### src/rtl/axis_serdes_tx.sv
// axis_serdes_tx: AXI4-Stream byte serializer with K28.5 framing and 8b/10b
// line coding; drives one bit per clock on strobout (symbol bit a first).
// Optional statistics counters are built only when AXIS_SERDES_TX_STATS_EN
// is defined; otherwise stat_bytes/stat_commas are tied to zero.
module axis_serdes_tx #(
  parameter int unsigned NUM_BYTES_PER_PACKET = 8
) (
  input  logic        clk,
  input  logic        rst_n,
  input  logic [7:0]  s_axis_tdata,
  input  logic        s_axis_tvalid,
  output logic        s_axis_tready,
  input  logic        s_axis_tlast,
  output logic        strobout,
  output logic        sym_start,
  output logic [15:0] stat_bytes,
  output logic [15:0] stat_commas
);

  localparam int unsigned SLOT_W = (NUM_BYTES_PER_PACKET > 2) ? $clog2(NUM_BYTES_PER_PACKET) : 1;
  localparam logic [SLOT_W-1:0] SLOT_LAST = SLOT_W'(NUM_BYTES_PER_PACKET - 1);
  localparam logic [SLOT_W-1:0] SLOT_ONE  = SLOT_W'(1);
  localparam logic [3:0] BIT_LAST = 4'd9;
  // Symbols stored with bit 0 = a (first on the line), bit 9 = j.
  localparam logic [9:0] K28_5_RDN = 10'b0101111100;
  localparam logic [9:0] K28_5_RDP = 10'b1010000011;

  // 5b/6b sub-block, RD- form, written abcdei with a as MSB
  function automatic logic [5:0] enc6(input logic [4:0] x);
    logic [5:0] c;
    case (x)
      5'd0:  c = 6'b100111;  5'd1:  c = 6'b011101;
      5'd2:  c = 6'b101101;  5'd3:  c = 6'b110001;
      5'd4:  c = 6'b110101;  5'd5:  c = 6'b101001;
      5'd6:  c = 6'b011001;  5'd7:  c = 6'b111000;
      5'd8:  c = 6'b111001;  5'd9:  c = 6'b100101;
      5'd10: c = 6'b010101;  5'd11: c = 6'b110100;
      5'd12: c = 6'b001101;  5'd13: c = 6'b101100;
      5'd14: c = 6'b011100;  5'd15: c = 6'b010111;
      5'd16: c = 6'b011011;  5'd17: c = 6'b100011;
      5'd18: c = 6'b010011;  5'd19: c = 6'b110010;
      5'd20: c = 6'b001011;  5'd21: c = 6'b101010;
      5'd22: c = 6'b011010;  5'd23: c = 6'b111010;
      5'd24: c = 6'b110011;  5'd25: c = 6'b100110;
      5'd26: c = 6'b010110;  5'd27: c = 6'b110110;
      5'd28: c = 6'b001110;  5'd29: c = 6'b101110;
      5'd30: c = 6'b011110;  default: c = 6'b101011;
    endcase
    return c;
  endfunction

  // Full data-symbol encode: returns {rd_out, symbol[9:0]}
  function automatic logic [10:0] enc_data(input logic [7:0] d, input logic rd_in);
    logic [4:0] x;
    logic [2:0] y;
    logic [5:0] c6;
    logic [3:0] c4;
    logic       bal6;
    logic       bal4;
    logic       rd_mid;
    logic       rd_out;
    logic       alt7;
    x    = d[4:0];
    y    = d[7:5];
    c6   = enc6(x);
    bal6 = ($countones(c6) == 3);
    // Unbalanced codes and D.07 use the complemented form at RD+
    if (rd_in && (!bal6 || (x == 5'd7))) c6 = ~c6;
    rd_mid = bal6 ? rd_in : ~rd_in;
    // A7 replaces P7 where P7 would create a run of five
    alt7 = rd_mid ? ((x == 5'd11) || (x == 5'd13) || (x == 5'd14))
                  : ((x == 5'd17) || (x == 5'd18) || (x == 5'd20));
    case (y)
      3'd0:    c4 = 4'b1011;
      3'd1:    c4 = 4'b1001;
      3'd2:    c4 = 4'b0101;
      3'd3:    c4 = 4'b1100;
      3'd4:    c4 = 4'b1101;
      3'd5:    c4 = 4'b1010;
      3'd6:    c4 = 4'b0110;
      default: c4 = alt7 ? 4'b0111 : 4'b1110;
    endcase
    bal4 = ($countones(c4) == 2);
    if (rd_mid && (!bal4 || (y == 3'd3))) c4 = ~c4;
    rd_out = bal4 ? rd_mid : ~rd_mid;
    return {rd_out, c4[0], c4[1], c4[2], c4[3], c6[0], c6[1], c6[2], c6[3], c6[4], c6[5]};
  endfunction

  logic [3:0]        bit_cnt;
  logic [SLOT_W-1:0] slot;
  logic              rd;
  logic [9:0]        shreg;

  logic              load;
  logic              hs;
  logic              comma;
  logic [3:0]        bit_nxt;
  logic [10:0]       enc;
  logic [9:0]        sym_nxt;
  logic              rd_nxt;
  logic [SLOT_W-1:0] slot_nxt;

  // Next-symbol selection evaluated for the upcoming load edge
  always_comb begin
    load     = (bit_cnt == BIT_LAST);
    hs       = s_axis_tready && s_axis_tvalid;
    bit_nxt  = bit_cnt + 4'd1;
    enc      = enc_data(s_axis_tdata, rd);
    comma    = 1'b1;
    sym_nxt  = rd ? K28_5_RDP : K28_5_RDN;
    rd_nxt   = ~rd;
    slot_nxt = SLOT_ONE;
    if ((slot != '0) && hs) begin
      comma    = 1'b0;
      sym_nxt  = enc[9:0];
      rd_nxt   = enc[10];
      slot_nxt = (s_axis_tlast || (slot == SLOT_LAST)) ? '0 : slot + SLOT_ONE;
    end
  end

  // Bit counter, frame slot, disparity and registered line outputs
  always_ff @(posedge clk or negedge rst_n) begin
    if (!rst_n) begin
      bit_cnt       <= BIT_LAST;
      slot          <= '0;
      rd            <= 1'b0;
      shreg         <= '0;
      strobout      <= 1'b0;
      sym_start     <= 1'b0;
      s_axis_tready <= 1'b0;
    end else if (load) begin
      bit_cnt       <= 4'd0;
      slot          <= slot_nxt;
      rd            <= rd_nxt;
      shreg         <= sym_nxt;
      strobout      <= sym_nxt[0];
      sym_start     <= 1'b1;
      s_axis_tready <= 1'b0;
    end else begin
      bit_cnt       <= bit_nxt;
      strobout      <= shreg[bit_nxt];
      sym_start     <= 1'b0;
      s_axis_tready <= (bit_nxt == BIT_LAST) && (slot != '0);
    end
  end

`ifdef AXIS_SERDES_TX_STATS_EN
  // Wrapping counters of accepted bytes and emitted K28.5 symbols
  always_ff @(posedge clk or negedge rst_n) begin
    if (!rst_n) begin
      stat_bytes  <= 16'd0;
      stat_commas <= 16'd0;
    end else if (load) begin
      if (comma) stat_commas <= stat_commas + 16'd1;
      else       stat_bytes  <= stat_bytes + 16'd1;
    end
  end
`else
  assign stat_bytes  = 16'd0;
  assign stat_commas = 16'd0;
`endif

endmodule
### config.mk
export PLATFORM = sky130hd
export DESIGN_NAME = axis_serdes_tx
export DESIGN_NICKNAME = d
export VERILOG_FILES = /design/src/rtl/axis_serdes_tx.sv
export SDC_FILE = /design/constraint.sdc
export NUM_CORES = 1
export LEC_CHECK = 0
export CORE_MARGIN = 2
export CORE_UTILIZATION = 47
export CTS_BUF_LIST = sky130_fd_sc_hd__clkbuf_8
export DETAILED_ROUTE_END_ITERATION = 12
export GPL_TIMING_DRIVEN = 0
export PLACE_DENSITY = 0.86
export SYNTH_ARGS = -nofsm -noshare
export SYNTH_HDL_FRONTEND = slang
export SYNTH_SLANG_ARGS = --single-unit
### constraint.sdc
create_clock -name clk -period 3.3 [get_ports clk]
set_clock_uncertainty 0.15 [all_clocks]
set_input_delay 0.33 -clock clk [delete_from_list [all_inputs] [get_ports clk]]
set_output_delay 0.33 -clock clk [all_outputs]
set_load 0.1 [all_outputs]
==> images/sizes.png <==
Scale: 6 px per um.
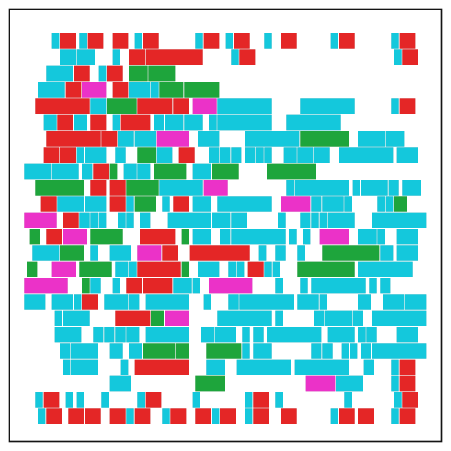
Key: red = _3 and _4 cells [cells 66, share 21%]; green = _2 cells [cells 30, share 9.6%]; magenta = _6 and larger [cells 14, share 4.5%]; cyan = _0 and _1 cells [cells 201, share 65%]
area grow syn2layout: 35.1%
post-layout instance area: 2920 um^2
final worst slack: -2.03 ns

==> images/logic_types.png <==
Scale: 6 px per um.
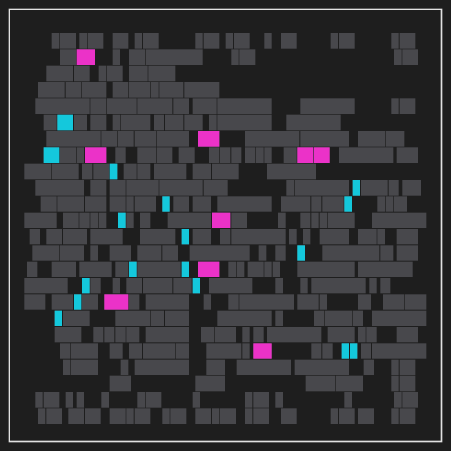
Key: cyan = inverters [cells 17]; magenta = AND-OR and OR-AND gates [cells 9]
logic share of the area: 0.530
fin cells: 363
most used logic cell in the final layout: buf_4

==> images/congestion.png <==
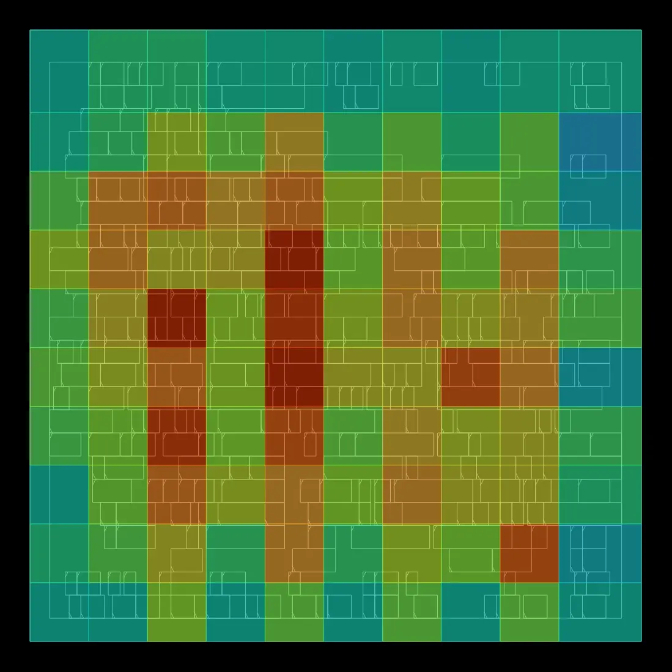
GRT Util Overall: 0.180
most used routing layer: met2

==> images/layer_met2.png <==
Scale: 4 px per um. Cells faint in the background.
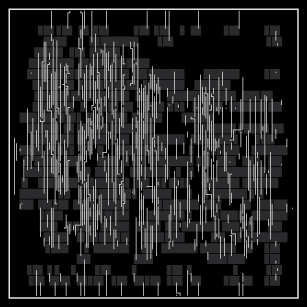
The wires run mostly vertical. 281 nets have wire on it.

==> impl_metrics.env <==
# yosys + openroad results
export IMPL_outcome="complete, but fails checks"
export IMPL_violations="negative setup slack"
export IMPL_edf_count=0
export IMPL_first_pass_iters=4
export IMPL_area_leaders="dfrtp_1 22%, buf_4 12%, ha_1 12%"
export IMPL_routed_wl_met2_mm=2.41
export IMPL_row_count=24
export IMPL_pg_comb_uw=1000
export IMPL_largest_reg_flops=10
export IMPL_finalNetCount=349
export IMPL_syn_avg_cell_area_um2=9.04
export IMPL_max_stage_delay_ns=0.56
export IMPL_use_met3=0.0183
export IMPL_nWellTaps=52
export IMPL_tritoncts="built"
export IMPL_die_area_um2=5150
export IMPL_comb_area_um2=1550
export IMPL_fin_util=0.665
export IMPL_mux_share=0.0782
export IMPL_hold_depth=1
export IMPL_switching_share=0.440
export IMPL_clkTransAtPathRegs_ns=0.07
export IMPL_critPathCaptureType="register"
export IMPL_m1WireLength_mm=1.80
export IMPL_grt_use_met2=0.345
export IMPL_worstRegToRegCells=10
export IMPL_cts_sinks=21
export IMPL_syn_inst=239
export IMPL_core_area_um2=4380
export IMPL_clk_latency_ns=0.26
export IMPL_grt_pass1_wl_mm=7.44
export IMPL_ys_top_cells_by_count="35 x buf_4, 21 x ha_1, 19 x dfrtp_1, 19 x nand2_1"
export IMPL_timing_rr_start="rd$_DFFE_PN0P_"
export IMPL_port_buffers=13
export IMPL_finalClockPeriodUsage=1.62
export IMPL_post_synth_top_area_cell="dfrtp_1"
export IMPL_ys_flop_type="dfrtp_1"
export IMPL_fin_setup_tns_ns=-10.60
export IMPL_top_area_frac=0.220
export IMPL_yosysWarnings=0
export IMPL_cts_setup_buffers=21
export IMPL_p_switching_uw=679
export IMPL_setup_violations=12
export IMPL_numCtsBuffers=3
export IMPL_pwr_share_seq=0.243
export IMPL_crit_fanout=6
export IMPL_synth_cell_type_count=50
export IMPL_synth_flops=21
export IMPL_synthSimpleGateAreaFrac=0.145
export IMPL_ys_top_logic_family="buffers and inverters"
export IMPL_via_per_inst=4.91
export IMPL_layout_nonclk_buf_frac=0.227
export IMPL_worstHoldStart="shreg[0]$_DFFE_PN0P_"
export IMPL_critPathLaunchType="input port"
export IMPL_drive_above_1_share=0.354
export IMPL_cp_cell_sequence="buf_8 > clkinvlp_4 > ha_4 > mux2i_2 > a211oi_2 > a21oi_2 > fa_1 > inv_2 > fa_1 > inv_1 > ha_2 > inv_2 > fa_1 > nand3b_4 > xor2_4 > mux2i_1 > a2111o_1 > fa_1 > ha_2 > nor2_2 > nand2_2 > xor2_1 > a221o_1"
export IMPL_tightest_slew_ns=0.958
export IMPL_clock_root_buffer="clkbuf_8"
export IMPL_wl_mm=4.42
export IMPL_setup_slack_ns=-2.03
export IMPL_regMostFlops="shreg"
export IMPL_top_layer="met4"
export IMPL_sh_seq_area=0.181
export IMPL_hold_buffers=0
export IMPL_final_seq_area_um2=528
export IMPL_cts_max_path_buffers=2
export IMPL_drc=0
export IMPL_seq_power_uw=376
export IMPL_grt_use_met1=0.209
export IMPL_die_height_um=71.8
export IMPL_cp_num_cells=23
export IMPL_warnings=42
export IMPL_rr_endpoint="rd$_DFFE_PN0P_"
export IMPL_die_w_um=71.8
export IMPL_gr_total_overflow=0
export IMPL_cp_top_family="adder cells"
export IMPL_fp_utilization=0.493
export IMPL_crit_start="s_axis_tdata[0]"
export IMPL_whs_ns=0.338
export IMPL_adder_share=0.159
export IMPL_power_frac_comb=0.649
